==> config.mk <==
export PLATFORM = sky130hd
export DESIGN_NAME = path_sequencer_flat
export DESIGN_NICKNAME = d
export VERILOG_FILES = /design/src/rtl/path_sequencer_if.sv /design/src/rtl/path_sequencer.sv /design/src/flat_wrapper.sv
export SDC_FILE = /design/constraint.sdc
export NUM_CORES = 1
export LEC_CHECK = 0
export CAP_MARGIN = 40
export CORE_AREA = 3 3 132 134
export CTS_CLUSTER_DIAMETER = 80
export DETAILED_ROUTE_END_ITERATION = 16
export DIE_AREA = 0 0 135 137
export PLACE_DENSITY_LB_ADDON = 0.15
export SYNTH_ARGS = -nofsm -noshare
export SYNTH_HDL_FRONTEND = slang
export SYNTH_SLANG_ARGS = --single-unit
==> constraint.sdc <==
create_clock -name adc_sck -period 5.86 [get_ports adc_sck]
set_input_delay 0.879 -clock adc_sck [delete_from_list [all_inputs] [get_ports adc_sck]]
set_output_delay 0.879 -clock adc_sck [all_outputs]
set_load 0.02 [all_outputs]
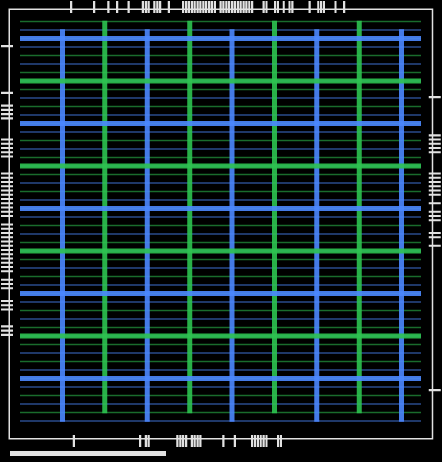
Fig. 1. PDN straps and rails (run 1).
Scale bar: 50 um. Pins as bars on the die edge.
net	colour
VSS	blue
VDD	green
signal pins	134
met1 rails	48
met4 straps	9
die width: 135 um
core footprint: 16410 um2
die extent in y: 137 um

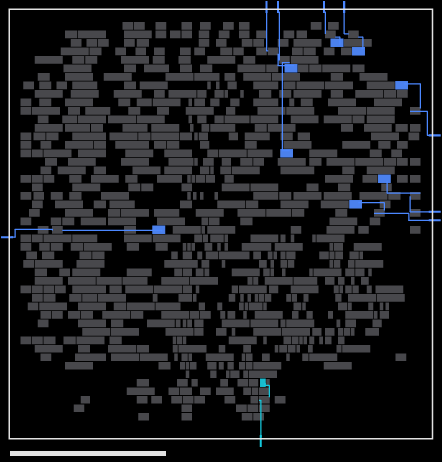
Fig. 2. I/O nets highlighted (run 1).
Scale bar: 50 um.
port	colour	bits	direction	end cells	buffers	wire
`path9`	blue	8	input	8	8	229 um
`mc_node_ready`	cyan	1	input	1	1	18.0 um
number of top-level pins: 134
number of buffers added on ports: 133

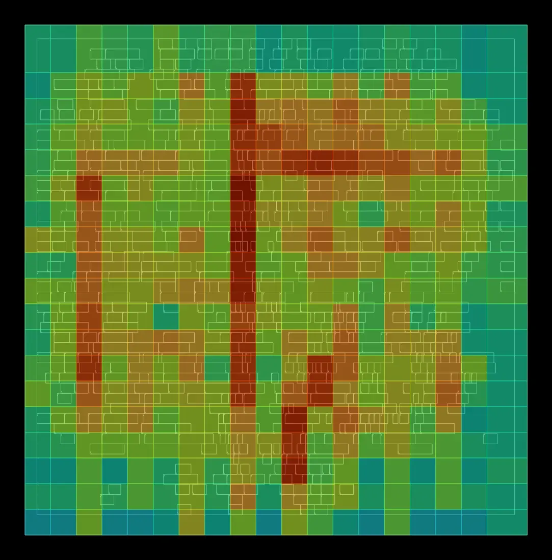
Fig. 3. Routing congestion (run 1).
routing layer with the top usage in global route: met2
routed length per placed instance: 18.89 um
met1 track demand over resource in global routing: 25.73%
post-layout utilization of the core: 53.17%

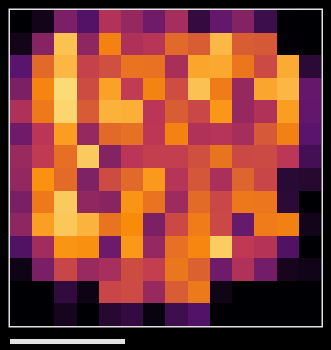
Fig. 4. Placement density heat map (run 1).
Scale bar: 50 um. The die is cut into 14 by 14 equal tiles; black is low, pale yellow is high, 0 to 100% covered.
tiles over 75% full	15%
emptiest ninth of the die	south-east
nearly empty tiles	11%
mean over tiles	46%
core utilization at floorplan: 39.66%

==> Slide: Implementation Results <==
Key Metrics from the Run

Status
  • Result of the run: finished clean

Clocking
  • Number of buffers between clock root and the deepest sink: 2
  • CTS H-Tree Depth: 4
  • Clock tree root buffer cell: sky130_fd_sc_hd__clkbuf_16
  • Insertion delay of the later-clocked pin in the worst-skew pair: roughly 0.42 ns
  • Post-CTS clock slew at the launch and capture registers of the worst setup and hold paths: 0.06 ns
  • CTS sink count: between 100 and 150
  • Count of hold buffers inserted by post-cts repair: 0
  • Inserted Clock Buffers: 17
  • Count of instances resized after the clock tree is built: 0

Drt
  • Antenna Violating Nets Remaining: 0
  • Routed via count divided by cell count: ~5.3
  • Pre-antenna DRT Iters: 4

Setup path
  • Cell depth of the worst setup path: 5
  • Capturing element type of the critical path: primary output
  • Required time of the critical path: about 5 ns
  • Critical path buffers and inverters: 2
  • Maximum cell stage delay along the critical path: between 0.6 and 0.7 ns
  • Arrival time of the worst setup path: around 3.3 ns
  • Cell chain of the critical path: clkinv_1, nor3_2, a221oi_1, a311oi_1, clkdlybuf4s50_1

Power and ir drop
  • Total power after layout: between 4 and 5 mW
  • Worst VDD drop: 0.2699 mV

Synthesis
  • Fraction of the mapped netlist area in simple logic gates: 9.135%
  • Sequential element share of the synthesized area: 52.69%
  • Area reported by Yosys stat: between 6000 and 7000 um2
  • Fraction of registers with async set or reset after synthesis: 100.0%
  • Flop and latch count out of synthesis: 137
  • Most frequently used cell type in the post-synthesis netlist: sky130_fd_sc_hd__dfrtp_1
  • Fraction of post-synthesis cell area in the top cell type by area: between 50 and 60%
  • AND-OR/OR-AND Cells, Area Fraction: under 10%
  • Main logic family after synthesis: multiplexers
  • Most common reg cell: sky130_fd_sc_hd__dfrtp_1
  • Post-synthesis area per instance: 13.17 um2
  • Area of the mapped netlist: approximately 6500 um2
  • Post-synth mux share: a little over a quarter
  • Post-synthesis adder-cell area fraction: less than 1%
  • Distinct cells, synth: approximately 45

STA
  • Maximum frequency from static timing analysis: 242.5 MHz
  • Final hold slack: around 0.50 ns
  • Number of pins with negative max-slew slack in the final report: 0
  • RSZ-0062 raised after global routing: false
  • Setup Skew: 0.006038 ns

Layout
  • Layout Area Growth over Synthesis: 34.08%
  • Fin cells: between 800 and 900

GRT
  • GRT Residual Overflow: 0
  • Largest net degree at the start of global routing: 85
  • Number of antenna violations at the first check in global routing: 0
  • Global-route track usage on met2: between 20% and 30%

Min path
  • Hold Path Depth: 1
  • Hold Crit Class: register to register

Place
  • Placed wire-length estimate after detailed placement: about 12000 um

Floorplanning
  • Area of the die: between 15000 and 20000 um2
-- run 1: cell usage in the layout, fill, tap and decap left out, types with 3 or more instances in the layout --
cell type,count
sky130_fd_sc_hd__a21oi_1,11
sky130_fd_sc_hd__a221oi_1,8
sky130_fd_sc_hd__o31ai_1,4
sky130_fd_sc_hd__o21ai_0,10
sky130_fd_sc_hd__nand3_1,7
sky130_fd_sc_hd__clkdlybuf4s50_1,133
sky130_fd_sc_hd__mux2_2,105
sky130_fd_sc_hd__nor2_1,23
sky130_fd_sc_hd__nor3_1,5
sky130_fd_sc_hd__nor4_1,6
sky130_fd_sc_hd__nand2b_1,3
sky130_fd_sc_hd__a31oi_1,3
sky130_fd_sc_hd__ha_1,3
sky130_fd_sc_hd__and2_1,3
sky130_fd_sc_hd__buf_4,4
sky130_fd_sc_hd__or3_1,4
sky130_fd_sc_hd__nand2_1,35
sky130_fd_sc_hd__nor3b_1,3
sky130_fd_sc_hd__clkbuf_16,17
sky130_fd_sc_hd__nand4_1,5
sky130_fd_sc_hd__mux4_2,24
sky130_fd_sc_hd__dfrtp_1,136
sky130_fd_sc_hd__a311oi_1,8
sky130_fd_sc_hd__clkinvlp_4,3
sky130_fd_sc_hd__xnor2_1,13
sky130_fd_sc_hd__xor2_1,5
sky130_fd_sc_hd__inv_1,10
sky130_fd_sc_hd__and3_1,3
sky130_fd_sc_hd__clkbuf_8,4
sky130_fd_sc_hd__bufinv_16,5
-- run 1: power breakdown --
group          switching, mW  internal, mW
sequential             0.318          1.33
combinational          0.578         0.833
clock                  0.400         0.799
total                   1.30          2.96
-- run 1: cell families after synthesis --
kind of cell	count (synthesis)
xor+xnor	18
compound gates	51
mux	130
fa+ha+maj	3
flops	137
simple gates	112
buf+inv	43
-- run 1: metrics by stage --
step           instance area [um2]  worst slack, ns
2_1_floorplan                 6506            1.313
3_3_place_gp                  7996            2.222
3_5_place_dp                  8051            2.156
4_1_cts                       8723            1.695
5_1_grt                       8723            1.442
6_report                      8723            1.736
-- run 1: per-layer routing --
metal | wire, um | part of all wire [%] | vias to the layer above
li1 | - | - | 2080
met1 | 7352 | 46 | 2280
met2 | 7513 | 47 | 135
met3 | 893 | 5.5 | 27
met4 | 391 | 2.4 | 0
met5 | 0 | 0 | -
-- run 1: layout make-up --
cell class	count	area [um2]
flip-flops and latches	137	3430
fillers	1346	7684
well taps	220	275.3
clock buffers	21	480.5
clock inverters	11	191.4
multi-input cells	314	2877
repair buffers	139	1416
inverters	13	53.80
Power and IR drop assume default switching activity.
